**Run 1: routed metal per tile**

The die is cut into 8 by 9 equal tiles; dark blue is low, red is high, scaled to the fullest tile. Values are wire area over tile area, all layers added.
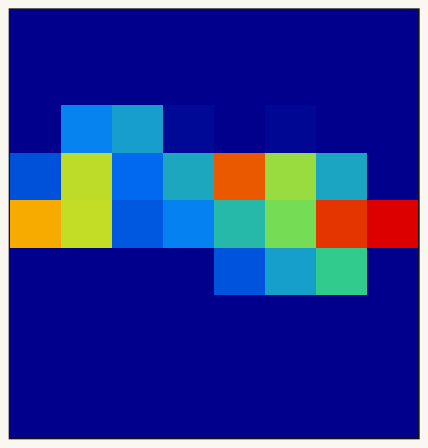
**Run 1: wiring by layer**

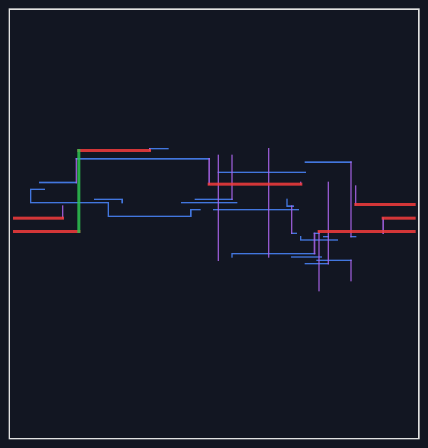
**Run 1: placement density heat map**

The die is cut into 8 by 9 equal tiles; dark blue is low, red is high, 0 to 100% covered.
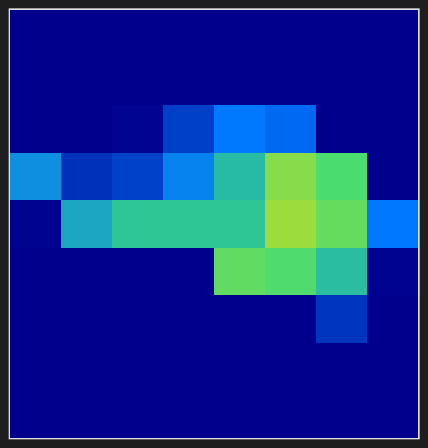
[src/rtl/street_light_controller.sv]
// rtl/street_light_controller.sv - dark-sensing lamp enable FSM with registered clock divider.
// Optional input debounce via STREET_LIGHT_DEBOUNCE_EN.
module street_light_controller #(
    parameter int DIV_RATIO       = 4,
    parameter int DEBOUNCE_CYCLES = 8
) (
    input  logic clk_in,
    input  logic reset,
    input  logic light_sensor,
    output logic street_light,
    output logic clk_out
);

    localparam int HALF = DIV_RATIO / 2;
    localparam int CW   = (HALF > 1) ? $clog2(HALF) : 1;

    generate
        if (DIV_RATIO < 2 || (DIV_RATIO % 2) != 0) begin : g_bad_div_ratio
            $error("DIV_RATIO must be even and >= 2");
        end
        if (DEBOUNCE_CYCLES < 1) begin : g_bad_debounce
            $error("DEBOUNCE_CYCLES must be >= 1");
        end
    endgenerate

    typedef enum logic {
        ST_DAY   = 1'b0,
        ST_NIGHT = 1'b1
    } state_t;

    state_t          r_state;
    state_t          w_next_state;
    logic            r_sensor_q;
    logic            r_street_light;
    logic            r_clk_out;
    logic [CW-1:0]   r_div_cnt;
    logic            w_div_tc;

    always_ff @(posedge clk_in or posedge reset) begin
        if (reset) begin
            r_sensor_q <= 1'b0;
        end else begin
            r_sensor_q <= light_sensor;
        end
    end

`ifdef STREET_LIGHT_DEBOUNCE_EN
    localparam int DBW = $clog2(DEBOUNCE_CYCLES + 1);

    logic [DBW-1:0] r_db_cnt;
    logic           w_db_diff;
    logic           w_db_done;

    assign w_db_diff = (state_t'(r_sensor_q) != r_state);
    assign w_db_done = w_db_diff && (r_db_cnt == DBW'(DEBOUNCE_CYCLES - 1));

    // Any sample agreeing with the current state restarts the stability window.
    always_ff @(posedge clk_in or posedge reset) begin
        if (reset) begin
            r_db_cnt <= '0;
        end else if (!w_db_diff || w_db_done) begin
            r_db_cnt <= '0;
        end else begin
            r_db_cnt <= r_db_cnt + 1'b1;
        end
    end

    always_comb begin
        w_next_state = r_state;
        if (w_db_done) begin
            w_next_state = state_t'(r_sensor_q);
        end
    end
`else
    always_comb begin
        w_next_state = r_state;
        case (r_state)
            ST_DAY:   if (r_sensor_q)  w_next_state = ST_NIGHT;
            ST_NIGHT: if (!r_sensor_q) w_next_state = ST_DAY;
            default:  w_next_state = ST_DAY;
        endcase
    end
`endif

    // Lamp decodes the next state so it moves on the same edge as the FSM.
    always_ff @(posedge clk_in or posedge reset) begin
        if (reset) begin
            r_state        <= ST_DAY;
            r_street_light <= 1'b0;
        end else begin
            r_state        <= w_next_state;
            r_street_light <= (w_next_state == ST_NIGHT);
        end
    end

    assign w_div_tc = (r_div_cnt == CW'(HALF - 1));

    always_ff @(posedge clk_in or posedge reset) begin
        if (reset) begin
            r_div_cnt <= '0;
            r_clk_out <= 1'b0;
        end else if (w_div_tc) begin
            r_div_cnt <= '0;
            r_clk_out <= ~r_clk_out;
        end else begin
            r_div_cnt <= r_div_cnt + 1'b1;
        end
    end

    assign street_light = r_street_light;
    assign clk_out      = r_clk_out;

endmodule

[config.mk]
export PLATFORM = sky130hd
export DESIGN_NAME = street_light_controller
export DESIGN_NICKNAME = d
export VERILOG_FILES = /design/src/rtl/street_light_controller.sv
export SDC_FILE = /design/constraint.sdc
export NUM_CORES = 1
export LEC_CHECK = 0
export CORE_AREA = 2 2 39 41
export DETAILED_ROUTE_END_ITERATION = 10
export DIE_AREA = 0 0 41 43
export MAX_ROUTING_LAYER = met4
export SLEW_MARGIN = 20
export SYNTH_ARGS = -nofsm -noshare
export SYNTH_HDL_FRONTEND = slang
export SYNTH_SLANG_ARGS = --single-unit
[constraint.sdc]
create_clock -name clk_in -period 0.97 [get_ports clk_in]
set_input_delay 0.194 -clock clk_in [delete_from_list [all_inputs] [get_ports clk_in]]
set_output_delay 0.194 -clock clk_in [all_outputs]
set_load 0.02 [all_outputs]
==> Changelog: implementation, run 1 <==
### Implementation results

* Crit path launch type: flop
* Status: finished clean
* Synthesized cell area at approximately 120 sq um
* Starting DRT DRC Count at 2
* Reg clk slew, reported paths at 0.04 ns
* Period utilization at between 90% and 100%
* P&R area growth vs syn at 79.6%
* Post-synth top area share at 86.0%
* Max_cap viols at 0
* Tool Warnings at 27
* Die Size at 1760 sq um
* Hold slack at 0.143 ns
* Tightest Hold Check Type: in -> async
* FP Rows at 14
* Bufs and invs on worst path at 1
* Gpl congestion at 0.454
* Fill count at 150
* Worst Path Required at around 0.78 ns
* Worst path cell trace: buf_6
* Antenna Cells at 0
* Final Hold Violating Endpoints at 0
* Post-route design area at 209 sq um
* Syn. warnings at 0
* Fraction of layout cells with a size suffix above 1 at 40.0%
* Mean post-synth cell area at 16.6 sq um
* Clk_lat worst skew at 0.23 ns
* Final ANT Viol Nets at 0
* Gate power share at between 4 and 5%
* RSZ-0062 raised after global routing: yes
* PD cells at 1920 nW/um^2
* Clock Path Buffers at 2
* Area leader, netlist: dfrtp_1
* Adder share at 0%
* Clk pwr share at 52.2%
* Crit path kind: reg -> out
* Post-synth area hogs: dfrtp_1, xor2_1, inv_1
* Register share of total power at 43.2%
* 1st-pass router iterations at 2
* Nets@finish at 20
Back to the opening pictures, 'routed metal per tile':
nearly empty tiles: 72%
tiles over half the peak: 11%
fullest tile: 0.17
mean over tiles: 0.023
densest ninth of the die: right middle
Routed WL per cell: 7.00 um
Routed WL: 217 um

Back to the opening pictures, 'wiring by layer':
legend:
  blue:
    layer: metal 1
    wire_length: 99.3 um
  green:
    layer: metal 4
    wire_length: 8.20 um
  red:
    layer: metal 3
    wire_length: 46.1 um
  purple:
    layer: metal 2
    wire_length: 64.1 um
total track usage: 4.64%
vias: 72

Back to the opening pictures, 'placement density heat map':
fullest tile: 62%
mean over tiles: 11%
nearly empty tiles: 71%
core area: 1380 sq um
Init Core Util: 8.41%
final core utilization: 15.1%

[run 1: power by group through the flow]
stage / combinational [mW] / clock [mW] / sequential [mW]
final: 0.0184 / 0.210 / 0.174
after CTS: 0.0164 / 0.222 / 0.173
after detailed placement: 0.0183 / 0 / 0.175
after global placement: 0.0179 / 0 / 0.175
after floorplan: 0.00278 / 0 / 0.178
after global routing: 0.0204 / 0.237 / 0.174
[run 1: cells by family (layout without fill, tap and decap cells)]
kind of cell / count (synthesis) / in the layout
flops: 4 / 4
xor+xnor: 1 / 1
buf+inv: 2 / 10
[run 1: worst paths after layout]
check,startpoint,end,cells after the start
min reg2reg,r_sensor_q$_DFF_PP0_,street_light$_DFF_PP0_,0
max,clk_out$_DFFE_PP0P_,clk_out,1
max in group asynchronous,reset,street_light$_DFF_PP0_,2
max reg2reg,clk_out$_DFFE_PP0P_,clk_out$_DFFE_PP0P_,2
min in group clk_in,r_sensor_q$_DFF_PP0_,street_light$_DFF_PP0_,0
min,reset,r_div_cnt$_DFF_PP0_,2
[run 1: area by class of cell]
| type | instances | area share [%] |
|---|---|---|
| clock buffers | 3 | 10.8 |
| flip-flops and latches | 4 | 47.9 |
| multi-input cells | 1 | 4.19 |
| well taps | 16 | 9.58 |
| repair buffers | 5 | 24.0 |
| inverters | 2 | 3.59 |
[run 1: repair_timing]
action | in CTS | in global routing
pin swaps | 0 | 0
endpoints found under the setup margin | 2 | 2
gates resized | 8 | 4
hold endpoints to repair | 0 | 0
[run 1: metrics by stage]
| step | total power, mW | setup WS, ns | setup TNS [ns] |
|---|---|---|---|
| floorplan | 0.181 | 0.224 | 0 |
| global placement | 0.193 | -0.146 | -0.263 |
| detailed placement | 0.194 | -0.154 | -0.286 |
| CTS | 0.412 | 0.00432 | 0 |
| global route | 0.431 | -0.00264 | -0.00264 |
| finish | 0.402 | 0.0271 | 0 |
[run 1: synth_stat cells]
master and instances:
dfrtp_1 4, inv_1 2, xor2_1 1
[run 1: routing by layer]
layer / routed length [um] / up-vias / global-route usage (%)
met4: 8 / 0 / 4.00
li1: - / 35 / -
met1: 99 / 28 / 3.25
met2: 64 / 7 / 3.44
met3: 46 / 2 / 9.42
met5: 0 / - / -
[run 1: sequential cells by signal (all words and copies together), names as in the netlist]
signal and count:
r_sensor_q 1, street_light 1, r_div_cnt 1, clk_out 1
==> run 1 -> run 2 <==
SETUP_SLACK_MARGIN = 0.2   (was default)
SLEW_MARGIN = default   (was 20)
**Run 2: placement density heat map**

The die is cut into 8 by 9 equal tiles; dark blue is low, red is high, 0 to 100% covered.
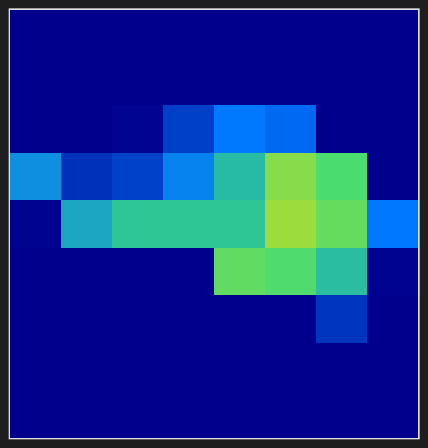
mean over tiles: 11%
fullest tile: 62%
nearly empty tiles: 71%

**Run 2: wiring by layer**

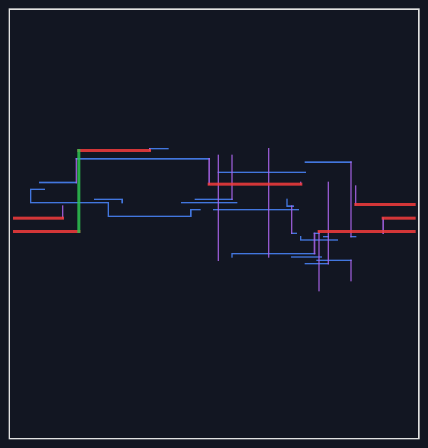
legend:
  purple:
    layer: metal 2
    wire_length: 64.1 um
  red:
    layer: metal 3
    wire_length: 46.1 um
  green:
    layer: metal 4
    wire_length: 8.20 um
  blue:
    layer: metal 1
    wire_length: 99.3 um

==> Changelog: implementation, run 2 <==
### Implementation results

* Status: finished clean (unchanged)
* Worst Slack Setup Final at 0.0271 ns (unchanged)
* Antenna Cells at 0 (unchanged)
* PD cells at 1920 nW/um^2 (unchanged)
* Routed WL per cell at 7.00 um (unchanged)
* Clock Path Buffers at 2 (unchanged)
* Vias at 72 (unchanged)
* Clk_lat worst skew at 0.23 ns (about the same)
* Nets@finish at 20 (unchanged)
* P&R area growth vs syn at 79.6% (unchanged)
* Core area at 1380 sq um (unchanged)
* Starting DRT DRC Count at 2 (unchanged)
* Tightest Hold Check Type: in -> async (unchanged)
* Reg clk slew, reported paths at 0.04 ns (about the same)
* Die Size at 1760 sq um (unchanged)
* Post-synth area hogs: dfrtp_1, xor2_1, inv_1 (unchanged)
* Init Core Util at 8.41% (unchanged)
* Syn. warnings at 0 (unchanged)
* Bufs and invs on worst path at 1 (unchanged)
* Period utilization at 97.2% (unchanged)
* Final ANT Viol Nets at 0 (unchanged)
* Setup TNS at 0 ns (unchanged)
* Fraction of layout cells with a size suffix above 1 at 40.0% (unchanged)
* Commonest flop: dfrtp_1 (unchanged)
* Max_cap viols at 0 (unchanged)
* Post-synth top area share at 86.0% (unchanged)
-- run 2: cell counts after synthesis --
No cell type changed its count.
-- run 2: what timing repair did --
item                                    CTS  global route
endpoints found under the setup margin    3             3
gates resized                            12             0
buffers inserted                          0             0
endpoints found under the hold margin     0             0
-- run 2: layout make-up --
type	instances	area [sq um]
well taps	16	20.0
clock buffers	3	22.5
fillers	150	1170
flip-flops and latches	4	100
multi-input cells	1	8.76
repair buffers	5	50.0
inverters	2	7.51
-- run 2: final timing paths --
kind,from,end,cells past startpoint
max in group asynchronous,reset,street_light$_DFF_PP0_,2
hold reg to reg,r_sensor_q$_DFF_PP0_,street_light$_DFF_PP0_,0
setup / recovery,clk_out$_DFFE_PP0P_,clk_out,1
setup reg to reg,clk_out$_DFFE_PP0P_,clk_out$_DFFE_PP0P_,2
min in group clk_in,r_sensor_q$_DFF_PP0_,street_light$_DFF_PP0_,0
hold / removal,reset,r_div_cnt$_DFF_PP0_,2
-- run 2: cell families after synthesis --
group                     count (synthesis)  synth area share, %
buffers and inverters                     2                 6.45
DFF                                       4                 86.0
xor gates and xnor gates                  1                 7.53
-- run 2: per-stage QoR --
stage / area [sq um] / total power, mW / hold WS [ns] / util, %
finish: 209 / 0.402 / 0.143 / 15.1
global route: 209 / 0.431 / 0.149 / 15.1
CTS: 209 / 0.415 / 0.144 / 15.1
detailed placement: 184 / 0.194 / 0.346 / 13.3
global placement: 184 / 0.193 / 0.336 / 13.3
floorplan: 116 / 0.181 / -0.0399 / -
-- run 2: per-layer routing --
| metal | vias to the layer above | global-route usage [%] | part of all wire (%) |
|---|---|---|---|
| li1 | 35 | - | - |
| met5 | - | - | 0 |
| met2 | 7 | 3.44 | 29 |
| met4 | 0 | 4.00 | 3.7 |
| met1 | 28 | 3.25 | 46 |
| met3 | 2 | 9.42 | 21 |
-- run 2: power breakdown --
part	leakage [nW]	internal, mW	switching [mW]	total (mW)
logic	0.0447	0.0112	0.00727	0.0184
clock network	0.0138	0.139	0.0714	0.210
registers	0.0472	0.172	0.00168	0.174
Power and IR drop assume default switching activity.
